File: src/rtl/mc_ctrl_fsm_pkg.sv
// ctrl_pkg: encodings shared by the multi-cycle control sequencer and the
// datapath muxes it steers.
//   state_e   : sequencer states (3 bits, also exported on state_o)
//   pc_sel_e  : PC source mux select
//   wb_sel_e  : register-file writeback mux select
//   F_*       : bit positions of the decoder class flags when packed as
//               {r_type,load,i_type,jalr,s_type,sb_type,u_type,uj_type,auipc}
//   class_ok(): true when the packed flags name exactly one class
package ctrl_pkg;

   typedef enum logic [2:0] {
      FETCH  = 3'd0,
      FWAIT  = 3'd1,
      DECODE = 3'd2,
      EXEC   = 3'd3,
      MEM    = 3'd4,
      MWAIT  = 3'd5,
      TRAP   = 3'd6
   } state_e;

   typedef enum logic [1:0] {
      PC_PLUS4 = 2'd0,
      PC_BR    = 2'd1,
      PC_JAL   = 2'd2,
      PC_JALR  = 2'd3
   } pc_sel_e;

   typedef enum logic [1:0] {
      WB_ALU = 2'd0,
      WB_MEM = 2'd1,
      WB_PC4 = 2'd2,
      WB_IMM = 2'd3
   } wb_sel_e;

   localparam int unsigned F_R     = 8;
   localparam int unsigned F_LOAD  = 7;
   localparam int unsigned F_I     = 6;
   localparam int unsigned F_JALR  = 5;
   localparam int unsigned F_S     = 4;
   localparam int unsigned F_SB    = 3;
   localparam int unsigned F_U     = 2;
   localparam int unsigned F_UJ    = 1;
   localparam int unsigned F_AUIPC = 0;

   // AUIPC is reported by the decoder as u_type plus auipc, so that one
   // two-flag combination is still a single class.
   function automatic logic class_ok(input logic [8:0] f);
      int unsigned n;
      n = 0;
      for (int unsigned i = 0; i < 9; i++) begin
         if (f[i]) n++;
      end
      return (n == 1) || (n == 2 && f[F_U] && f[F_AUIPC]);
   endfunction

endpackage

File: src/rtl/mc_ctrl_fsm_if.sv
// mc_ctrl_fsm_if: instruction- and data-memory request/grant/response
// handshake between the control sequencer and the memory side.
//   imem_req/imem_gnt/imem_rvalid : fetch request, accept, word valid
//   dmem_req/dmem_gnt/dmem_rvalid : data request, accept, load data/store ack
//   dmem_we                       : data request is a store
// Modports: master = sequencer, slave = memory.
interface mc_ctrl_fsm_if;

   logic imem_req;
   logic imem_gnt;
   logic imem_rvalid;
   logic dmem_req;
   logic dmem_gnt;
   logic dmem_rvalid;
   logic dmem_we;

   modport master (
      output imem_req, dmem_req, dmem_we,
      input  imem_gnt, imem_rvalid, dmem_gnt, dmem_rvalid
   );

   modport slave (
      input  imem_req, dmem_req, dmem_we,
      output imem_gnt, imem_rvalid, dmem_gnt, dmem_rvalid
   );

endinterface

File: src/rtl/mc_ctrl_fsm_wdog.sv
// mem_wdog: memory-wait watchdog. Saturating counter that is cleared on
// every sequencer state change and counts while an awaited handshake is low.
//   clk, rst_n : clock, asynchronous active-low reset
//   clr        : sequencer leaves its current state this cycle
//   en         : the awaited gnt/rvalid is low this cycle
//   tmo        : this waiting cycle is the TMO_CYC-th one; the sequencer
//                traps at the edge that would bring the count to TMO_CYC
module mem_wdog #(
   parameter int unsigned TMO_W   = 8,
   parameter int unsigned TMO_CYC = 200
) (
   input  logic clk,
   input  logic rst_n,
   input  logic clr,
   input  logic en,
   output logic tmo
);

   logic [TMO_W-1:0] cnt;

   always_ff @(posedge clk or negedge rst_n) begin
      if (!rst_n) begin
         cnt <= '0;
      end else if (clr) begin
         cnt <= '0;
      end else if (en && cnt != '1) begin
         cnt <= cnt + 1'b1;
      end
   end

   assign tmo = en && (cnt >= TMO_W'(TMO_CYC - 1));

endmodule

File: src/rtl/mc_ctrl_fsm.sv
// mc_ctrl_fsm: multi-cycle control sequencer for the RV32I core, one
// instruction in flight: FETCH -> FWAIT -> DECODE -> EXEC | MEM -> MWAIT.
// Unknown/ambiguous class flags or a memory-wait timeout park it in TRAP
// until rst_n.
//   clk, rst_n         : core clock, asynchronous active-low reset
//   r_type..auipc      : decoder class flags (valid from DECODE, held by IR)
//   br_taken           : branch comparator result (valid in EXEC)
//   mem                : imem/dmem handshake (master side)
//   ir_we, pc_we, rf_we: IR latch, PC update, regfile write strobes
//   pc_sel, wb_sel     : PC source and writeback source (ctrl_pkg encodings)
//   trap               : sticky fault flag
//   state_o            : current state for debug
module mc_ctrl_fsm
   import ctrl_pkg::*;
#(
   parameter int unsigned TMO_W   = 8,
   parameter int unsigned TMO_CYC = 200
) (
   input  logic                clk,
   input  logic                rst_n,
   input  logic                r_type,
   input  logic                load,
   input  logic                i_type,
   input  logic                jalr,
   input  logic                s_type,
   input  logic                sb_type,
   input  logic                u_type,
   input  logic                uj_type,
   input  logic                auipc,
   input  logic                br_taken,
   mc_ctrl_fsm_if.master       mem,
   output logic                ir_we,
   output logic                pc_we,
   output logic [1:0]          pc_sel,
   output logic                rf_we,
   output logic [1:0]          wb_sel,
   output logic                trap,
   output logic [2:0]          state_o
);

   state_e     state;
   logic [8:0] flags;
   logic       wd_en;
   logic       wd_tmo;
   logic       leave;

   assign flags = {r_type, load, i_type, jalr, s_type, sb_type, u_type, uj_type, auipc};

   // Watchdog counts only while the awaited handshake of a wait state is low.
   always_comb begin
      wd_en = 1'b0;
      case (state)
         FETCH:   wd_en = !mem.imem_gnt;
         FWAIT:   wd_en = !mem.imem_rvalid;
         MEM:     wd_en = !mem.dmem_gnt;
         MWAIT:   wd_en = !mem.dmem_rvalid;
         default: wd_en = 1'b0;
      endcase
   end

   // Any state change clears the watchdog, so each wait starts from zero.
   always_comb begin
      leave = 1'b0;
      case (state)
         FETCH:   leave = mem.imem_gnt;
         FWAIT:   leave = mem.imem_rvalid;
         DECODE:  leave = 1'b1;
         EXEC:    leave = 1'b1;
         MEM:     leave = mem.dmem_gnt;
         MWAIT:   leave = mem.dmem_rvalid;
         default: leave = 1'b0;
      endcase
      if (wd_tmo) leave = 1'b1;
   end

   mem_wdog #(
      .TMO_W   (TMO_W),
      .TMO_CYC (TMO_CYC)
   ) u_wdog (
      .clk   (clk),
      .rst_n (rst_n),
      .clr   (leave),
      .en    (wd_en),
      .tmo   (wd_tmo)
   );

   always_ff @(posedge clk or negedge rst_n) begin
      if (!rst_n) begin
         state <= FETCH;
      end else begin
         case (state)
            FETCH:  if (wd_tmo) state <= TRAP; else if (mem.imem_gnt) state <= FWAIT;
            FWAIT:  if (wd_tmo) state <= TRAP; else if (mem.imem_rvalid) state <= DECODE;
            DECODE: begin
               if (!class_ok(flags))      state <= TRAP;
               else if (load || s_type)   state <= MEM;
               else                       state <= EXEC;
            end
            EXEC:   state <= FETCH;
            MEM:    if (wd_tmo) state <= TRAP; else if (mem.dmem_gnt) state <= MWAIT;
            MWAIT:  if (wd_tmo) state <= TRAP; else if (mem.dmem_rvalid) state <= FETCH;
            TRAP:   state <= TRAP;
            default: state <= TRAP;
         endcase
      end
   end

   // Strobes are decoded from the registered state; ir_we and the MWAIT
   // writes also qualify on rvalid. Requests stay up through the gnt cycle
   // and fall at the edge that samples gnt. Gating with rst_n keeps every
   // output low while reset is held, including imem_req in FETCH.
   always_comb begin
      mem.imem_req = 1'b0;
      mem.dmem_req = 1'b0;
      mem.dmem_we  = 1'b0;
      ir_we        = 1'b0;
      pc_we        = 1'b0;
      pc_sel       = PC_PLUS4;
      rf_we        = 1'b0;
      wb_sel       = WB_ALU;
      trap         = 1'b0;
      if (rst_n) begin
         case (state)
            FETCH: mem.imem_req = 1'b1;
            FWAIT: ir_we = mem.imem_rvalid;
            EXEC: begin
               pc_we = 1'b1;
               if (jalr) begin
                  rf_we  = 1'b1;
                  wb_sel = WB_PC4;
                  pc_sel = PC_JALR;
               end else if (uj_type) begin
                  rf_we  = 1'b1;
                  wb_sel = WB_PC4;
                  pc_sel = PC_JAL;
               end else if (sb_type) begin
                  pc_sel = br_taken ? PC_BR : PC_PLUS4;
               end else if (u_type || auipc) begin
                  rf_we  = 1'b1;
                  wb_sel = auipc ? WB_ALU : WB_IMM;
               end else begin
                  rf_we  = 1'b1;
               end
            end
            MEM: begin
               mem.dmem_req = 1'b1;
               mem.dmem_we  = s_type;
            end
            MWAIT: begin
               if (mem.dmem_rvalid) begin
                  pc_we = 1'b1;
                  rf_we = load;
                  if (load) wb_sel = WB_MEM;
               end
            end
            TRAP: trap = 1'b1;
            default: ;
         endcase
      end
   end

   assign state_o = state;

endmodule

File: src/flat_wrapper.sv
// flat-port wrapper written by rule: the top's interface ports become plain ports
module mc_ctrl_fsm_flat import ctrl_pkg::*;
#(
   parameter int unsigned TMO_W   = 8,
   parameter int unsigned TMO_CYC = 200
)
  (clk, rst_n, r_type, load, i_type, jalr, s_type, sb_type, u_type, uj_type, auipc, br_taken, ir_we, pc_we, pc_sel, rf_we, wb_sel, trap, state_o, mem_imem_req, mem_dmem_req, mem_dmem_we, mem_imem_gnt, mem_imem_rvalid, mem_dmem_gnt, mem_dmem_rvalid);
  mc_ctrl_fsm_if mem_i ();
  input  logic clk;
  input  logic rst_n;
  input  logic r_type;
  input  logic load;
  input  logic i_type;
  input  logic jalr;
  input  logic s_type;
  input  logic sb_type;
  input  logic u_type;
  input  logic uj_type;
  input  logic auipc;
  input  logic br_taken;
  output logic ir_we;
  output logic pc_we;
  output logic [1:0] pc_sel;
  output logic rf_we;
  output logic [1:0] wb_sel;
  output logic trap;
  output logic [2:0] state_o;
  output wire logic [$bits(mem_i.imem_req)-1:0] mem_imem_req;
  output wire logic [$bits(mem_i.dmem_req)-1:0] mem_dmem_req;
  output wire logic [$bits(mem_i.dmem_we)-1:0] mem_dmem_we;
  input wire logic [$bits(mem_i.imem_gnt)-1:0] mem_imem_gnt;
  input wire logic [$bits(mem_i.imem_rvalid)-1:0] mem_imem_rvalid;
  input wire logic [$bits(mem_i.dmem_gnt)-1:0] mem_dmem_gnt;
  input wire logic [$bits(mem_i.dmem_rvalid)-1:0] mem_dmem_rvalid;
  assign mem_imem_req = mem_i.imem_req;
  assign mem_dmem_req = mem_i.dmem_req;
  assign mem_dmem_we = mem_i.dmem_we;
  assign mem_i.imem_gnt = mem_imem_gnt;
  assign mem_i.imem_rvalid = mem_imem_rvalid;
  assign mem_i.dmem_gnt = mem_dmem_gnt;
  assign mem_i.dmem_rvalid = mem_dmem_rvalid;
  mc_ctrl_fsm #(.TMO_W(TMO_W), .TMO_CYC(TMO_CYC)) u_core (.clk(clk), .rst_n(rst_n), .r_type(r_type), .load(load), .i_type(i_type), .jalr(jalr), .s_type(s_type), .sb_type(sb_type), .u_type(u_type), .uj_type(uj_type), .auipc(auipc), .br_taken(br_taken), .mem(mem_i), .ir_we(ir_we), .pc_we(pc_we), .pc_sel(pc_sel), .rf_we(rf_we), .wb_sel(wb_sel), .trap(trap), .state_o(state_o));
endmodule
File: config.mk
export PLATFORM = sky130hd
export DESIGN_NAME = mc_ctrl_fsm_flat
export DESIGN_NICKNAME = d
export VERILOG_FILES = /design/src/rtl/mc_ctrl_fsm_pkg.sv /design/src/rtl/mc_ctrl_fsm_if.sv /design/src/rtl/mc_ctrl_fsm_wdog.sv /design/src/rtl/mc_ctrl_fsm.sv /design/src/flat_wrapper.sv
export SDC_FILE = /design/constraint.sdc
export NUM_CORES = 1
export LEC_CHECK = 0
export ABC_AREA = 1
export CORE_MARGIN = 2
export CORE_UTILIZATION = 38
export CTS_CLUSTER_DIAMETER = 120
export DETAILED_ROUTE_END_ITERATION = 8
export MAX_ROUTING_LAYER = met4
export SLEW_MARGIN = 40
export SYNTH_ARGS = -nofsm -noshare
export SYNTH_HDL_FRONTEND = slang
export SYNTH_HIERARCHICAL = 1
export SYNTH_SLANG_ARGS = --single-unit
File: constraint.sdc
create_clock -name clk -period 3 [get_ports clk]
set_clock_uncertainty 0.15 [all_clocks]
set_input_delay 0.6 -clock clk [delete_from_list [all_inputs] [get_ports clk]]
set_output_delay 0.6 -clock clk [all_outputs]
set_load 0.01 [all_outputs]
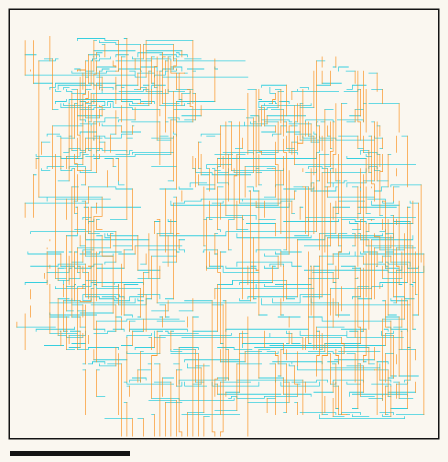
(images/metal_stack.png)
The bar under the picture is 20 um long. Only two layers are drawn.
cyan -> met1  # wire length 2,550 um
orange -> met2  # wire length 2,810 um
final WL: 5.52 mm
via count: 2,280
GRT Total Usage: 0.222
Avg WL per Cell: 11.8 um

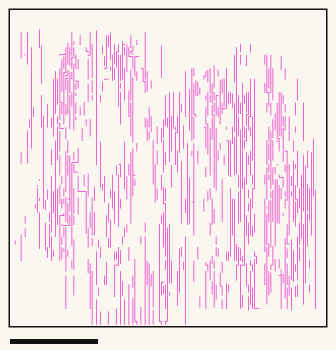
(images/met2.png)
The bar under the picture is 20 um long.
nets with wire on the layer = 373
share of all routed wire = 51%
GRT met2 Usage: 0.393

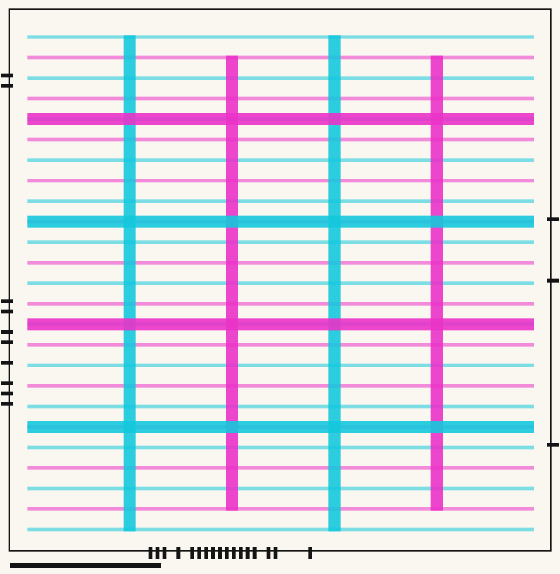
(images/pdn.png)
The bar under the picture is 20 um long. Pins as bars on the die edge.
magenta -> VDD
cyan -> VSS
rows = 24
met5 straps = 4
CORE AREA: 4380 sq um
worst ir drop on vdd: 0.507 mV
Vert. Die Dim: 71.6 um

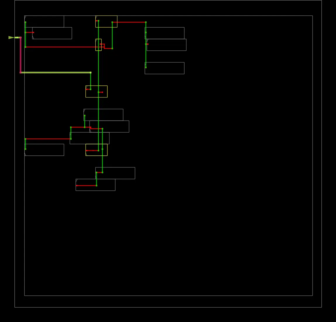
(images/final_clocks.png)
Insertion Delay late pin: 230 ps
CTS buffer count: 3
Flops: 11
P_clk: 145 uW

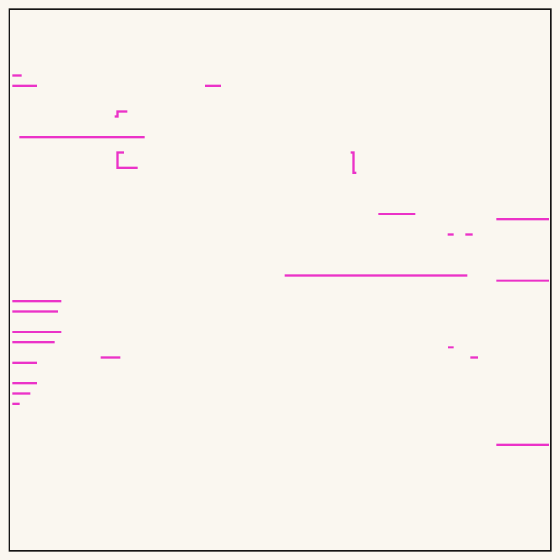
(images/met3.png)
main direction = horizontal
nets with wire on the layer = 22
share of all routed wire = 2.1%
longest straight run = 23.9 um

==> qor.csv <==
stage;metric;value;unit
final_layout;layout cell share with drive strength beyond 1;0.425;
placed_design;RePlAce Congestion;0.894;
run;tool warnings;30;
placed_design;post-place instance area;2550;sq um
worst_setup_path;CP endpoint kind;register;
worst_setup_path;CP peak stage delay;270;ps
detailed_routing;met2 wire length;2.81;mm
placed_design;IO Port Bufs;29;
final_timing;Slew headroom;0.751;
global_route;global-route wire length before repair;9.09;mm
power;Internal Pwr Total;780;uW
floorplan;Die ar.;5120;sq um
logic_synthesis;Compound-Gate Fraction of Synth Area;0.0743;
worst_setup_path;reg-to-reg slack, setup;550;ps
power;clock power share;0.100;
final_layout;largest cell class by area;multi-input combinational cells;
global_route;GRT overflow;0;
run;MaxCap Viol Count;0;
worst_setup_path;Worst EP arrival;4320;ps
power;switching power;667;uW
detailed_routing;vias per cell;4.89;
global_route;grt met1 use;0.281;
worst_setup_path;Critical Path RT;3020;ps
final_timing;WHS;68.6;ps
power;sw frac;0.461;
clocking;post_cts resized;33;
logic_synthesis;yosys warns;6;
final_layout;sequential cell area;275;sq um
final_layout;Biggest register;u_core/u_wdog/cnt;
final_layout;Non-clock inverters;57;
final_layout;diode count;0;
logic_synthesis;post-synthesis net count;331;
final_layout;sequential cell area share;0.0926;
final_layout;combinational share of cell area;0.497;
floorplan;site row count;24;
final_layout;Data buffer area share;0.296;
global_route;M3 GR Usage;0.00844;
power;combinational share of power;0.746;
power;seq pwr;222;uW
clocking;clk buf depth;2;
worst_setup_path;Most common cell on crit path;nand2_4;
detailed_routing;top routing layer in use;met4;
clocking;H-tree depth;1;
final_layout;fin area;2970;sq um
final_layout;synth-to-layout area growth;71.2;%
worst_setup_path;largest fanout on the critical path;3;
final_layout;most numerous logic cell after layout;buf_4;
detailed_routing;DRT antenna net count;0;
global_route;vias in the first global route;2168;
worst_setup_path;Crit Path Class;input port to register;
logic_synthesis;distinct lib cells;27;
logic_synthesis;top cells by count;nand2_1 (84), inv_1 (53), nand3_1 (35);
final_timing;final setup vio count;3;
min_path;Hold WC Path Type;input port to asynchronous set/reset pin;
clocking;Hold Buf Count CTS;0;
logic_synthesis;Main logic family;simple AND/OR/NAND/NOR gates;
logic_synthesis;Post-synth EDFFs;0;
detailed_routing;Met3 Wirelength;117;um
power;Reg power frac;0.154;
final_layout;clk cell area share;0.0152;
final_timing;final slew viol count;0;
logic_synthesis;commonest register cell after synthesis;dfrtp_1;
clocking;CTS root buffer;clkbuf_8;
power;Pwr Total;1450;uW
global_route;busiest layer in global routing;met2;
floorplan;chip width;71.6;um
detailed_routing;Initial DRC Count;100;
final_layout;Clock buffer cells;4;
logic_synthesis;xor/xnor share;0.00505;
logic_synthesis;yosys cell count;306;
final_timing;worst slew pin tran;371;ps
final_layout;logic area;1480;sq um
clocking;clk sinks;11;
logic_synthesis;area leader, netlist;nand2_1;
logic_synthesis;Area leader share;0.182;
worst_setup_path;worst setup path start;auipc;
placed_design;pre-CTS WS;-2400;ps
worst_setup_path;Top Family by Delay on Critical Path;simple AND/OR/NAND/NOR gates;
worst_setup_path;slowest stage cell, crit path;ha_4;
logic_synthesis;Simple Share, Synth;0.567;
logic_synthesis;ys flops;11;
worst_setup_path;WP buf/inv;11;
worst_setup_path;R2R depth;15;
final_layout;non-filler instance count after layout;466;
final_layout;top logic cells by instance count in the layout;buf_4 (75), nand2_1 (66), inv_1 (42);
placed_design;HPWL Detailed;4.02;mm
final_layout;comb_multi_in;237;
logic_synthesis;yosys synthesis chip area;1740;sq um
global_route;initial antenna violation count;0;
logic_synthesis;MUX area fraction;0;
logic_synthesis;Avg Inst Size Synth;5.67;sq um
global_route;largest net degree at the start of global routing;12;
final_layout;final core occ;0.678;
clocking;Post-CTS Setup Bufs;23;
final_layout;filler instances;389;
status;failing checks;negative setup slack;
final_timing;cycle use final;1.43;
detailed_routing;M1 wire length;2.55;mm
final_timing;min Tclk post-route;4300;ps
worst_setup_path;Startpoint Class;input port;
floorplan;I/O pin cnt;30;
floorplan;Tap Count;52;
final_timing;Fmax;233;MHz
power;LEAKAGE;0.00158;uW
final_layout;bufs w/o clock;105;
logic_synthesis;adder share;0.0649;
power;pwr/cell area;487;nW/um^2
floorplan;fp util;0.396;
power;P_comb;1080;uW
power;top power group;combinational logic;
final_timing;final setup margin;-1300;ps
detailed_routing;total iterations of the first detailed-routing run;4;
worst_setup_path;worst r2r src;u_core/state_o[0]$_DFFE_PN0P_;
final_layout;max reg flops;8;
logic_synthesis;share of flip-flops with an asynchronous set or reset;1.00;
worst_setup_path;worst r2r dst;u_core/u_wdog/cnt[6]$_DFFE_PN0P_;
detailed_routing;drc violations;0;
logic_synthesis;register share after synthesis;0.159;
final_timing;final hold vios;0;
placed_design;Cells after DPL;441;
worst_setup_path;Critical Path Stages;36;
final_timing;setup TNS;-3890;ps
logic_synthesis;cell area after synthesis;1740;sq um
logic_synthesis;Synth area leaders;nand2_1 (18%), dfrtp_1 (16%), inv_1 (11%);
worst_setup_path;Critical Path Sink;u_core/state_o[0]$_DFFE_PN0P_;
clocking;Reg clk slew, reported paths;50;ps
logic_synthesis;Synth Instances;306;
status;status;complete, but fails checks;
final_layout;Final nets;440;
clocking;CTS tree;built;
final_timing;RSZ-0062 raised after global routing;yes;
logic_synthesis;Yosys top cell by instances;nand2_1;
Power is estimated from default activity; no workload was simulated.
